==> src/rtl/bemicro_io_ctrl.sv <==
// BeMicro pushbutton debouncer with edge pulses and per-LED duty registers.
// Define BEMICRO_IO_LED_PWM_EN for PWM-dimmed LEDs; otherwise each LED is on when its duty is non-zero.
module bemicro_io_ctrl #(
  parameter int unsigned NUM_PB          = 4,
  parameter int unsigned NUM_LED         = 8,
  parameter int unsigned DEBOUNCE_CYCLES = 500000,
  parameter int unsigned PWM_BITS        = 8
) (
  input  logic                SYS_CLK,
  input  logic                RESET,
  input  logic [NUM_PB-1:0]   PB,
  output logic [NUM_PB-1:0]   pb_state,
  output logic [NUM_PB-1:0]   pb_press,
  output logic [NUM_PB-1:0]   pb_release,
  input  logic                led_wr,
  input  logic [3:0]          led_sel,
  input  logic [PWM_BITS-1:0] led_duty,
  output logic [NUM_LED-1:0]  USER_LED
);

  localparam int unsigned     CNT_W    = (DEBOUNCE_CYCLES > 2) ? $clog2(DEBOUNCE_CYCLES) : 1;
  localparam logic [CNT_W-1:0] CNT_LAST = CNT_W'(DEBOUNCE_CYCLES - 1);

  logic [NUM_PB-1:0]   pb_meta;
  logic [NUM_PB-1:0]   pb_sync;
  logic [CNT_W-1:0]    db_cnt [NUM_PB];
  logic [PWM_BITS-1:0] shadow [NUM_LED];

  // Buttons are active-low; invert at the first flop so everything downstream is 1 = pressed.
  always_ff @(posedge SYS_CLK or posedge RESET) begin
    if (RESET) begin
      pb_meta <= '0;
      pb_sync <= '0;
    end else begin
      pb_meta <= ~PB;
      pb_sync <= pb_meta;
    end
  end

  always_ff @(posedge SYS_CLK or posedge RESET) begin
    if (RESET) begin
      for (int unsigned i = 0; i < NUM_PB; i++) db_cnt[i] <= '0;
      pb_state   <= '0;
      pb_press   <= '0;
      pb_release <= '0;
    end else begin
      for (int unsigned i = 0; i < NUM_PB; i++) begin
        pb_press[i]   <= 1'b0;
        pb_release[i] <= 1'b0;
        if (pb_sync[i] == pb_state[i]) begin
          db_cnt[i] <= '0;
        end else if (db_cnt[i] == CNT_LAST) begin
          db_cnt[i]     <= '0;
          pb_state[i]   <= pb_sync[i];
          pb_press[i]   <= pb_sync[i];
          pb_release[i] <= ~pb_sync[i];
        end else begin
          db_cnt[i] <= db_cnt[i] + CNT_W'(1);
        end
      end
    end
  end

  // Out-of-range selects match no entry, so such writes fall through harmlessly.
  always_ff @(posedge SYS_CLK or posedge RESET) begin
    if (RESET) begin
      for (int unsigned i = 0; i < NUM_LED; i++) shadow[i] <= '0;
    end else if (led_wr) begin
      for (int unsigned i = 0; i < NUM_LED; i++) begin
        if (led_sel == 4'(i)) shadow[i] <= led_duty;
      end
    end
  end

`ifdef BEMICRO_IO_LED_PWM_EN
  localparam logic [PWM_BITS-1:0] PWM_MAX = '1;

  logic [PWM_BITS-1:0] pwm_cnt;
  logic [PWM_BITS-1:0] active [NUM_LED];

  // Duties latch at the last count so a period never mixes old and new values.
  always_ff @(posedge SYS_CLK or posedge RESET) begin
    if (RESET) begin
      pwm_cnt  <= '0;
      USER_LED <= '0;
      for (int unsigned i = 0; i < NUM_LED; i++) active[i] <= '0;
    end else begin
      pwm_cnt <= pwm_cnt + PWM_BITS'(1);
      if (pwm_cnt == PWM_MAX) begin
        for (int unsigned i = 0; i < NUM_LED; i++) active[i] <= shadow[i];
      end
      for (int unsigned i = 0; i < NUM_LED; i++) begin
        USER_LED[i] <= (active[i] == PWM_MAX) || (pwm_cnt < active[i]);
      end
    end
  end
`else
  always_ff @(posedge SYS_CLK or posedge RESET) begin
    if (RESET) begin
      USER_LED <= '0;
    end else begin
      for (int unsigned i = 0; i < NUM_LED; i++) USER_LED[i] <= (shadow[i] != '0);
    end
  end
`endif

endmodule

==> config.mk <==
export PLATFORM = sky130hd
export DESIGN_NAME = bemicro_io_ctrl
export DESIGN_NICKNAME = d
export VERILOG_FILES = /design/src/rtl/bemicro_io_ctrl.sv
export SDC_FILE = /design/constraint.sdc
export NUM_CORES = 1
export LEC_CHECK = 0
export ABC_CLOCK_PERIOD_IN_PS = 7100
export CAP_MARGIN = 40
export CORE_ASPECT_RATIO = 0.8
export CORE_MARGIN = 1.5
export CORE_UTILIZATION = 55
export DETAILED_ROUTE_END_ITERATION = 10
export GPL_ROUTABILITY_DRIVEN = 0
export PLACE_DENSITY = 0.74
export SLEW_MARGIN = 20
export SYNTH_ARGS = -nofsm -noshare
export SYNTH_HDL_FRONTEND = slang
export SYNTH_SLANG_ARGS = --single-unit
==> constraint.sdc <==
create_clock -name SYS_CLK -period 7.1 [get_ports SYS_CLK]
set_input_delay 2.13 -clock SYS_CLK [delete_from_list [all_inputs] [get_ports SYS_CLK]]
set_output_delay 2.13 -clock SYS_CLK [all_outputs]
set_load 0.02 [all_outputs]
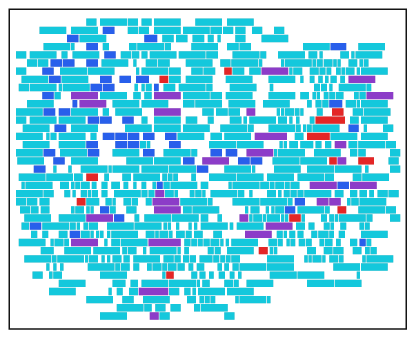
Fig. 1. Cell sizes after repair (run 1).
(3 px per um)
colour	size	cells	share	most used
red	x3 and x4	13	1.9%	clkinv_4
purple	x6 and larger	28	4.1%	clkbuf_16
cyan	x1 and smaller	582	86%	dfrtp_1
blue	x2	56	8.2%	mux2_2
Setup WS post-layout: 3.51 ns
Non-clock buffers: 43
fin area: 8520 um2
Area Overhead vs Synth: 16.7%

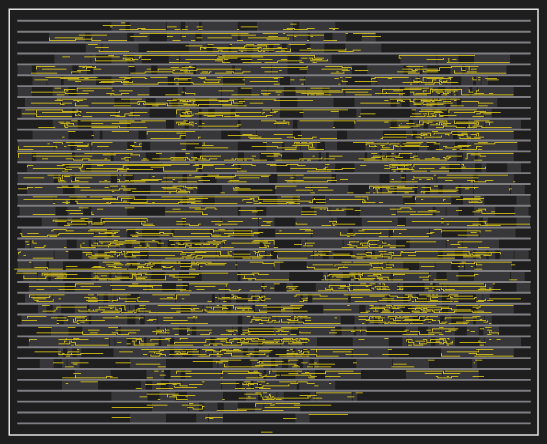
Fig. 2. M1 wires (run 1).
(4 px per um) Supply wires on this layer in grey. Cells faint in the background.
main direction	horizontal
nets with wire on the layer	642
wire length on this layer	6710 um
Global Route met1 Usage: 30.5%
WL final: 13.7 mm
via count: 4877

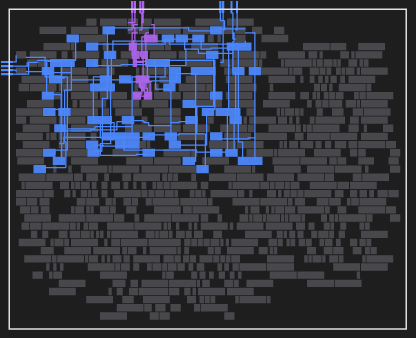
Fig. 3. Wires at chosen ports, followed through buffers (run 1).
(3 px per um)
colour	port	direction	end cells	wire
blue	`led_duty`	input	64	1250 um
purple	`led_sel`	input	9	135 um
I/O Pins: 39
I/O Buffers: 38

==> Changelog: implementation, run 1 <==
## Implementation

* Outcome: finished clean
* Vias in the first global route at just under 5000
* Crit path DRT at 4.97 ns
* CTS H-tree depth at 4
* Fraction of layout cells with a size suffix above 1 at 14.3%
* CTS tree: done
* Root Buffer: clkbuf_16
* Global Route met3 Usage at 5.29%
* Clk_lat worst skew at 0.42 ns
* Reg-to-Reg Start: db_cnt[38]
* Post-CTS setup buffers at 0
* DRC viols at 0
* Ys flops at 168
* Top area cell types: dfrtp_1, mux2_2, xnor2_1
* Tcrit/Tclk final at 50.6%
* Avg Synthesized Cell Area at 11.9 um2
* WP buf/inv at 1
* Area leader share at 57.6%
* Instance count on the critical path at 1
* Ys async rst share at 100%
* Cell type with the largest total area: dfrtp_1
* Core Region at ~13000 um2
* Busiest grt layer: met2
* Crit-path slowest cell: clkdlybuf4s50_1
* Clock net sink count at roughly 170
* Hold wc startpoint: pb_meta[1]
* Hold_ws at 0.355 ns
* P_sw at about 0.53 mW
* Compound Share, Synth at under 10%
* RSZ-0062 raised after global routing: false
* CP endpoint kind: output pin
* CP startpoint kind: flop
* Max cap viols at 0
* YS chip area at roughly 7300 um2
* Total negative slack at 0 ns
* Initial antenna violation count at 0
* Syn Inst Count at 614
* Sw Ratio at about a quarter
* Register area at approximately 4200 um2
* FA/HA/MAJ Cells, Area Fraction at 0.685%
* GRT Total Usage at between 20% and 30%
* Pre-CTS WS at 3.11 ns
* Post-DR vias/cell at approximately 5.7
* CP Class: reg2out
* Max-slew violation count at 0
* Placed cell count at 821
* PD cells at 258 nW/um2
* Nets at roughly 690
* Post-Synth XOR/XNOR Area at 6.96%
* WHS Path Cells at 0
* LEAKAGE at ~3.5 nW
* Critical path endpoint: pb_state[1]
* Setup Skew at 0.0110 ns
* Worst reg-to-reg path cell count at 5
* Gr ovfl total at 0
* MUX area fraction at 10.7%
* FP Core Util at between 50 and 60%
* Die X-Extent at 132 um
* Seq pwr share at 50.4%
* Num CTS Buffers at 17
* Hold Fails Final Rpt at 0
* Tot Pwr at 2.20 mW
* Clock Power Share at about two fifths
* Clock buffer depth at 2
* M2 GR Usage at 32.1%
* Fin crit period at 3.59 ns
* Peak supply drop at around 0.18 mV
* Relative slew slack at a little under half
* FF-to-FF End: db_cnt[53]
* Row cnt at 37
* Post-cts sizing count at 0
* Post-CTS Hold Fix Bufs at 0
* DR pass1 iterations at 4
* Routed len/inst at 16.0 um
* Sequential share of the synthesized area at 57.6%
* Slew @ Worst Pin at ~0.82 ns
* Worst reg2reg setup slack at 4.89 ns
* Fillers at 955
* Worst-path clk slew at 0.07 ns
* CP cell instances: clkdlybuf4s50_1
* Cell Area, Synth at between 7000 and 8000 um2
* Dominant combinational family: simple AND/OR/NAND/NOR gates
* Number of enable flip-flop cells at 0
* Max FO, Critical Path at 5
* Family with the most delay on the worst path: buffers and inverters
* Largest net degree at the start of global routing at 65
* Worst path max stage delay at 0.63 ns
* HP Class: reg2reg
* Global-route wire length before repair at 23.7 mm
* Endpoints failing setup at 0
* Yosys simple share at 20.1%
* Count of tool warnings at 26
* Die height at 106 um
* Max Freq at between 200 and 300 MHz
* Internal at 1.67 mW
* Main flop type: dfrtp_1
* Top cells excl fill/tap: dfrtp_1, nor2_1, xnor2_1, mux2_2, clkdlybuf4s50_1
* First DRT Iteration DRCs at 357
* Hold endpoint: pb_sync[1]
* Cells in synth_stat.txt at between 600 and 700
* Critical path arrival at 1.46 ns
* Hpwl dp at 9.20 mm
* Combinational share of power at 7.5%
* Critical path startpoint: pb_state[1]
* Gate Area at 3010 um2
* Post-DRT Antenna Nets at 0
* Yosys warns at 0
* ANT cells at 0
[run 1: power by group through the flow]
stage | logic [mW] | clock network [mW] | registers, mW
after detailed placement | 0.168 | 0 | 1.12
after floorplan | 0.116 | 0 | 1.11
final | 0.166 | 0.923 | 1.11
after CTS | 0.169 | 0.937 | 1.11
after global routing | 0.185 | 0.983 | 1.12
after global placement | 0.155 | 0 | 1.12
[run 1: layer usage]
metal  part of all wire (%)  vias to the layer above  wire [um]
li1                       -                     2314          -
met1                     49                     2456       6710
met2                     46                       94       6330
met3                    3.6                       13        494
met4                   0.90                        0        123
met5                      0                        -          0
[run 1: state kept, by name, summed over array words and instances (netlist names)]
signal	count
pb_sync	4
pb_press	4
USER_LED	8
pb_release	4
db_cnt	76
pb_meta	4
shadow	64
pb_state	4
[run 1: per-stage QoR]
step	util (%)	instance area [um2]
final	66.0	8520
after global routing	66.0	8520
after CTS	65.9	8510
after detailed placement	61.3	7920
after global placement	60.9	7870
after floorplan	-	7300
[run 1: cell usage after synthesis (4+ instances only)]
cell,number
dfrtp_1,168
nand4_1,22
buf_2,6
inv_1,14
nand2_1,27
or3_1,7
clkbuf_1,4
nor4_1,34
nor3_1,12
xor2_1,11
nand3_1,28
mux2_1,25
and3_1,10
nor2_1,70
or4_1,4
a21oi_1,14
nand3_2,5
mux2_2,42
o21ai_0,7
nor3b_1,12
ha_1,4
xnor2_1,47
and2_1,4
[run 1: final cells by class]
class	count	area share, %
clock buffer	18	5.04
clock inverter	14	1.91
inverter	14	0.676
multi-input combinational	422	35.3
sequential	168	49.3
tap	175	2.57
timing repair buffer	43	5.18
==> run 1 -> run 2 <==
- ABC_CLOCK_PERIOD_IN_PS: 7100 -> 3000
- CORE_UTILIZATION: 55 -> 54
- PLACE_DENSITY: 0.74 -> 0.76
- clock period: 7.1 -> 3 ns (I/O delays scaled with it)
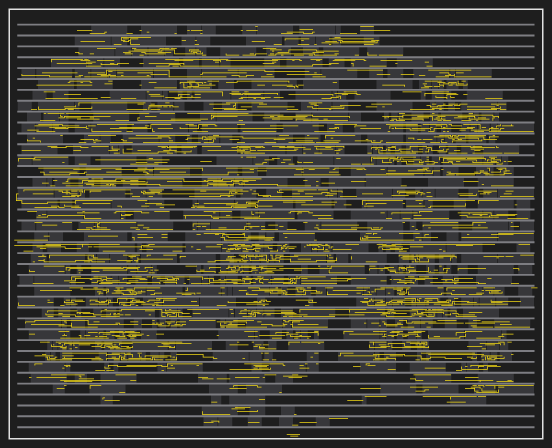
Fig. 4. M1 wires (run 2).
(4 px per um) Supply wires on this layer in grey. Cells faint in the background.
wire length on this layer	6420 um
longest straight run	35.4 um
nets with wire on the layer	643
share of all routed wire	46%

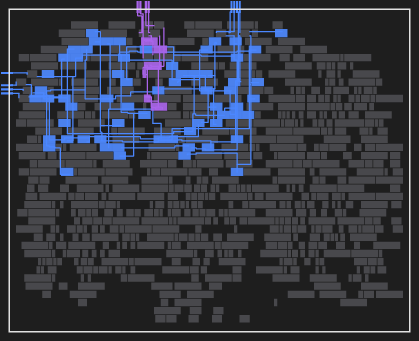
Fig. 5. Wires at chosen ports, followed through buffers (run 2).
(3 px per um)

==> run 2 against run 1 <==
Compared with the run above: register-to-register slack got worse by 4.0 ns; critical path type unchanged; routed wire length rose by 2.4%; die area rose by 1.8%; first-iteration DRC count fell by 20%; global-route usage rose by 0.30 points.
==> Changelog: implementation, run 2 <==
## Implementation

* Nets at 692
* CP cell instances: clkdlybuf4s50_1
* Die height at 107 um
* Reg-to-Reg Start: db_cnt[19]
* Global-route wire length before repair at 24.6 mm
* Biggest register: db_cnt
* Clk_lat worst skew at between 0.4 and 0.5 ns
* Tcrit/Tclk final at 79.1%
* Area Overhead vs Synth at 17.1%
* HP Class: reg2reg
* Setup WS post-layout at around 0.63 ns
* Top cells excl fill/tap: dfrtp_1, nor2_1, xnor2_1, mux2_2, clkdlybuf4s50_1
* Post-DRT Antenna Nets at 0
* Clock buffer depth at 2
* RSZ-0062 raised after global routing: false
* Slew @ Worst Pin at between 0.8 and 0.9 ns
* Family with the most delay on the worst path: buffers and inverters
* Fin area at 8550 um2
* Hpwl dp at 9.23 mm
* Sequential share of the synthesized area at 57.6%
* Cells in synth_stat.txt at 614
* Synth cell count leaders: dfrtp_1, nor2_1, xnor2_1, mux2_2, nor4_1
* Ys flops at 168
* Post-DR vias/cell at 5.72
* Critical path startpoint: pb_state[3]
* Post-CTS Hold Fix Bufs at 0
* Sw Ratio at between 20% and 30%
* Non-Filler Instances at roughly 860
* Worst path max stage delay at 0.64 ns
* Peak supply drop at 0.412 mV
* Yosys warns at 0
* DR pass1 iterations at 5
* Syn Nets at 637
* Combinational share of power at around 7.6%
* P_sw at 1.26 mW
* CTS tree: done
* Hold_ws at 0.347 ns
* Max Freq at 422 MHz
* Max reg flops at 76
* Number of enable flip-flop cells at 0
* LEAKAGE at 3.47 nW
* Max-slew violation count at 0
* Worst reg2reg setup slack at 0.93 ns
* Max FO, Critical Path at 5
* Placed cell areas at 7950 um2
* WHS Path Cells at 0
* Fraction of layout cells with a size suffix above 1 at 14.7%
* Crit-path slowest cell: clkdlybuf4s50_1
* Outcome: finished clean
* CP startpoint kind: flop
* Vias in the first global route at around 5100
* YS chip area at between 7000 and 8000 um2
* Internal at 3.96 mW
* Most common cell in the synthesized netlist: dfrtp_1
* CTS H-tree depth at 4
* Count of tool warnings at 29
* Instance count on the critical path at 1
* Syn Inst Count at approximately 610
* Gr ovfl total at 0
* Post-cts sizing count at 0
* Hold endpoint: pb_sync[0]
* Routed len/inst at 16.3 um
* Tot Pwr at approximately 5.2 mW
* ANT cells at 0
* Die X-Extent at 133 um
* CP Class: reg2out
* First DRT Iteration DRCs at between 200 and 300
* Total negative slack at 0 ns
* GRT Total Usage at 21.5%
* Hold wc startpoint: pb_meta[0]
* Max cap viols at 0
* Die area at roughly 14000 um2
* Fin crit period at around 2.4 ns
* Core Region at 13000 um2
* I/O Buffers at 38
* WL final at 14.0 mm
* Worst reg-to-reg path cell count at 5
* DRC viols at 0
* Pre-CTS WS at 0.249 ns
* Initial antenna violation count at 0
* Cell Type Count at 43
* Placed cell count at 825
* PD cells at 611 nW/um2
* Most numerous logic cell after layout: dfrtp_1
* Largest regs: db_cnt: 76 flops, shadow: 64 flops, USER_LED: 8 flops
* Post-CTS setup buffers at 0
* Avg Synthesized Cell Area at 11.9 um2
* I/O Pins at 39
* CP endpoint kind: output pin
* Relative slew slack at between 40% and 50%
* Main flop type: dfrtp_1
* Ys async rst share at 100%
* Root Buffer: clkbuf_16
* FP Core Util at 56.1%
* Setup Skew at ~0.0087 ns
* Via count at 4902
* Worst-path clk slew at 0.07 ns
* FF-to-FF End: db_cnt[37]
* WP buf/inv at 1
* Num CTS Buffers at 17
* Seq pwr share at 50.2%
* Endpoints failing setup at 0
* Clock Power Share at between 40% and 50%
* Hold Fails Final Rpt at 0
* Crit path DRT at 2.10 ns
* Cell type with the largest total area: dfrtp_1
* Area leader share at between 50% and 60%
* Cell Area, Synth at 7300 um2
* Top area cell types: dfrtp_1, mux2_2, xnor2_1
* Clock net sink count at between 150 and 200
* Row cnt at 37
* Largest net degree at the start of global routing at ~110
* Core Util, Final at 65.7%
* Critical path arrival at 1.47 ns
## run 2: cell types whose count changed in the layout (fill, tap and decap cells not counted), sizes merged
cell / delta
buf: +3
clkbuf: -1
inv: +1
clkinvlp: +3
clkinv: -3
## run 2: logic make-up after synthesis
kind of cell	after synthesis	synth area share [%]
buffers and inverters	24	1.34
AND/OR/NAND/NOR	260	20.1
multiplexers	69	10.7
XOR/XNOR	58	6.96
AND-OR/OR-AND	31	2.69
adder cells (fa/ha/maj)	4	0.685
flip-flops	168	57.6
## run 2: power groups by stage
stage,registers (mW),logic [mW],clock network [mW]
after floorplan,2.63,0.275,0
after global placement,2.64,0.375,0
after detailed placement,2.66,0.399,0
after CTS,2.62,0.404,2.26
after global routing,2.65,0.443,2.35
final,2.62,0.395,2.21
## run 2: metal layers
metal,GRT usage [%],up-vias,part of all wire (%)
li1,-,2319,-
met1,29.0,2477,46
met2,35.6,91,50
met3,4.87,15,3.2
met4,5.65,0,0.91
met5,0,-,0
## run 2: area by class of cell
| class | count | area [um2] |
|---|---|---|
| clock buffer | 17 | 425 |
| clock inverter | 15 | 180 |
| fill | 986 | 4460 |
| inverter | 14 | 56.3 |
| multi-input combinational | 422 | 3000 |
| sequential | 168 | 4200 |
| tap | 175 | 219 |
| timing repair buffer | 46 | 465 |
## run 2: how the worst max path moves through the flow
| stage | end | slack [ns] |
|---|---|---|
| floorplan | USER_LED[0] | -0.04 |
| global placement | shadow[33] | 0.26 |
| detailed placement | shadow[35] | 0.25 |
| CTS | pb_state[3] | 0.61 |
| global route | shadow[35] | 0.55 |
| finish | pb_state[3] | 0.63 |
Power and IR drop assume default switching activity.
